File: src/rtl/quiz_score_tracker.sv
// Fixed-length quiz scoring engine: awards POINTS per correct answer, times out idle questions.
// Latency: score/round update on the edge sampling the resolving event; pulses visible next cycle.
// Backpressure: none; start/ans_valid are single-cycle pulses that are always accepted or ignored.
module quiz_score_tracker #(
    parameter int NUM_ROUNDS     = 10,
    parameter int POINTS         = 10,
    parameter int MAX_SCORE      = 100,
    parameter int TIMEOUT_CYCLES = 50_000_000,
    parameter int TO_W           = 26
) (
    input  logic       clk,
    input  logic       RST,
    input  logic       start,
    input  logic       ans_valid,
    input  logic       ans_correct,
    output logic [6:0] score,
    output logic [3:0] round,
    output logic       busy,
    output logic       done,
    output logic       score_upd,
    output logic       timeout
);

    typedef enum logic [1:0] {IDLE, RUN, DONE} state_t;

    localparam logic [7:0]      PTS8       = 8'(POINTS);
    localparam logic [6:0]      MAX7       = 7'(MAX_SCORE);
    localparam logic [3:0]      LAST_ROUND = 4'(NUM_ROUNDS - 1);
    localparam logic [TO_W-1:0] TO_LAST    = TO_W'(TIMEOUT_CYCLES - 1);
    localparam logic [TO_W-1:0] TO_ONE     = TO_W'(1);

    state_t          state_q, state_d;
    logic [TO_W-1:0] timer_q, timer_d;
    logic [6:0]      score_d;
    logic [3:0]      round_d;
    logic            upd_d, to_d;
    logic [7:0]      sum8;
    logic [6:0]      add_score;

    // Add at 8 bits so the carry past 127 is visible before clamping.
    assign sum8      = {1'b0, score} + PTS8;
    assign add_score = (sum8 > {1'b0, MAX7}) ? MAX7 : sum8[6:0];

    always_comb begin
        state_d = state_q;
        score_d = score;
        round_d = round;
        timer_d = timer_q;
        upd_d   = 1'b0;
        to_d    = 1'b0;
        case (state_q)
            IDLE, DONE: begin
                if (start) begin
                    state_d = RUN;
                    score_d = '0;
                    round_d = '0;
                    timer_d = '0;
                end
            end
            RUN: begin
                if (start) begin
                    score_d = '0;
                    round_d = '0;
                    timer_d = '0;
                end else if (ans_valid || (timer_q == TO_LAST)) begin
                    // An answer on the expiry cycle wins over the timeout.
                    timer_d = '0;
                    upd_d   = 1'b1;
                    to_d    = !ans_valid;
                    if (ans_valid && ans_correct) begin
                        score_d = add_score;
                    end
                    if (round == LAST_ROUND) begin
                        state_d = DONE;
                    end else begin
                        round_d = round + 4'd1;
                    end
                end else begin
                    timer_d = timer_q + TO_ONE;
                end
            end
            default: state_d = IDLE;
        endcase
    end

    always_ff @(posedge clk) begin
        if (RST) begin
            state_q   <= IDLE;
            score     <= '0;
            round     <= '0;
            timer_q   <= '0;
            score_upd <= 1'b0;
            timeout   <= 1'b0;
            busy      <= 1'b0;
            done      <= 1'b0;
        end else begin
            state_q   <= state_d;
            score     <= score_d;
            round     <= round_d;
            timer_q   <= timer_d;
            score_upd <= upd_d;
            timeout   <= to_d;
            busy      <= (state_d == RUN);
            done      <= (state_d == DONE);
        end
    end

endmodule
File: config.mk
export PLATFORM = sky130hd
export DESIGN_NAME = quiz_score_tracker
export DESIGN_NICKNAME = d
export VERILOG_FILES = /design/src/rtl/quiz_score_tracker.sv
export SDC_FILE = /design/constraint.sdc
export NUM_CORES = 1
export LEC_CHECK = 0
export CAP_MARGIN = 25
export CORE_UTILIZATION = 60
export CTS_BUF_LIST = sky130_fd_sc_hd__clkbuf_4 sky130_fd_sc_hd__clkbuf_8
export DETAILED_ROUTE_END_ITERATION = 7
export PLACE_DENSITY = 0.86
export SYNTH_ARGS = -nofsm -noshare
export SYNTH_HDL_FRONTEND = slang
export SYNTH_SLANG_ARGS = --single-unit
File: constraint.sdc
create_clock -name clk -period 2.7 [get_ports clk]
set_clock_uncertainty 0.05 [all_clocks]
set_input_delay 0.54 -clock clk [delete_from_list [all_inputs] [get_ports clk]]
set_output_delay 0.54 -clock clk [all_outputs]
set_load 0.03 [all_outputs]
Clock nets:
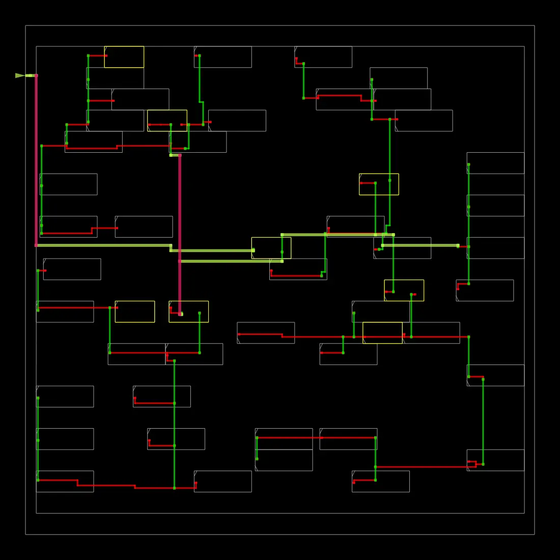
TritonCTS buffer count: 5
clk sinks: 42

Metal layers overlaid:
Two of the layers only.
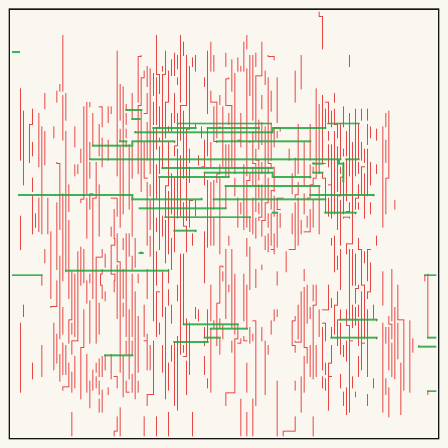
| layer | color | wire length |
|---|---|---|
| metal 2 | red | 2,680 um |
| metal 3 | green | 355 um |

Metal 1:
Supply wires on this layer in gray.
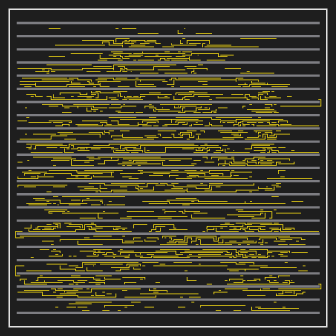
share of all routed wire: 47%
wire length on this layer: 2,740 um
nets with wire on the layer: 303
GR Util met1: 40.1%
DR vias: 2,397
final WL: 5830 um

==> flow_metrics.tcl <==
# collected from the flow reports
set metrics [dict create \
    cts_buffer_depth 2 \
    fp.dieW_um 65.2 \
    ys_ff 42 \
    grt_usage_pct 29.4 \
    powerSeq_uw 629 \
    yosysTopAreaCell "dfxtp_1" \
    internal_power_uw 915 \
    edf_count 0 \
    worstSetupPathType "flop to flop" \
    floorplan.core_util_pct 64.1 \
    syn_area_per_cell_um2 8.03 \
    rows 22 \
    cts_root_buf "clkbuf_8" \
    maxSlewViolCount 0 \
    insertedDiodeCount 0 \
    ys_cells 299 \
    post_dp_cell_area_um2 2630 \
    synthFlopType "dfxtp_1" \
    crit_slowest_cell "dfxtp_1" \
    drt_iter0_drc 244 \
    ant_nets 0 \
    syn_area_um2 2400 \
    drive_above_1_share_pct 9.18 \
    setup_slack_ns 0.516 \
    max-vdd-ir-drop_v 0.000369 \
    synth_seq_share_pct 35.0 \
    path_clk_slew_ns 0.08 \
    combinationalPower_uw 94.3 \
    topCellsByArea "dfxtp_1 (35%), nand2_1 (5.0%), o21ai_0 (3.8%), nor2_1 (3.4%), nor4_1 (3.4%)" \
    grt_pass1_vias 2148 \
    holdPathEnd "timer_q[6]" \
    most_common_cell "dfxtp_1" \
    crit_chain "ha_1 > nor4bb_1 > nor3_1 > o221a_2 > or2_2 > a211oi_1" \
    nFillCells 298 \
    pre_cts_slack_ns 0.233 \
    chipArea_um2 4260 \
    grt_overflow 0 \
    switchingPower_uw 281 \
    hold_depth 2 \
    dieHeight_um 65.2 \
    power_frac_seq_pct 52.6 \
    nets 324 \
    status "completed" \
    detail_route.wl_per_cell_um 16.0 \
]
==> placed cells by master, fill, tap and decap left out, types with 2 or more instances in the layout <==
cell / count
dfxtp_1: 42
nand2_1: 32
nor2_1: 22
o21ai_0: 18
clkdlybuf4s50_1: 18
nand3_1: 16
a21oi_1: 14
nor4_1: 13
nand4_1: 11
buf_4: 11
nor3_1: 10
and3_1: 9
and4_1: 8
clkbuf_8: 8
a31oi_1: 7
xnor2_1: 7
nor3b_1: 5
o31ai_1: 4
o311ai_0: 4
or4_1: 4
ha_1: 4
inv_1: 3
nor2b_1: 3
and2_1: 3
nor4b_1: 3
a21o_1: 2
a32o_1: 2
a22oi_1: 2
a211oi_1: 2
o211ai_1: 2
or2_2: 2
nand2b_1: 2
or3_1: 2
==> layout make-up <==
type	count	area (um2)	share of cell area, %
multi-input cells	234	1460	53.1
flip-flops and latches	42	841	30.7
repair buffers	29	263	9.58
clock buffers	8	110	4.01
well taps	48	60.1	2.19
inverters	3	11.3	0.411
==> worst max-delay path by stage <==
stage               startpoint       end  slack (ns)
finish                score[1]  score[3]        0.52
global route          score[1]  score[1]        0.34
CTS                   score[1]  score[3]        0.52
detailed placement       start  score[4]        0.23
global placement         start  score[4]        0.29
floorplan             score[1]  score[3]        0.58
==> routing by layer <==
layer / vias to the layer above / GRT usage, %
li1: 1169 / -
met1: 1144 / 40.1
met2: 77 / 47.4
met3: 7 / 4.34
met4: 0 / 9.24
met5: - / 0
==> worst max-delay path: cells and delay by family, from the launching register on <==
family / cells / cell delay [ns]
AOI/OAI and AO/OA: 2 / 0.49
adders and majority gates: 1 / 0.35
DFF: 1 / 0.50
and+or+nand+nor: 3 / 0.70
==> registers in the layout, summed over array words and instances, names as in the netlist <==
signal     cells
score          6
score_upd      1
state_q        2
timeout        1
timer_q       26
round          4
busy           1
done           1
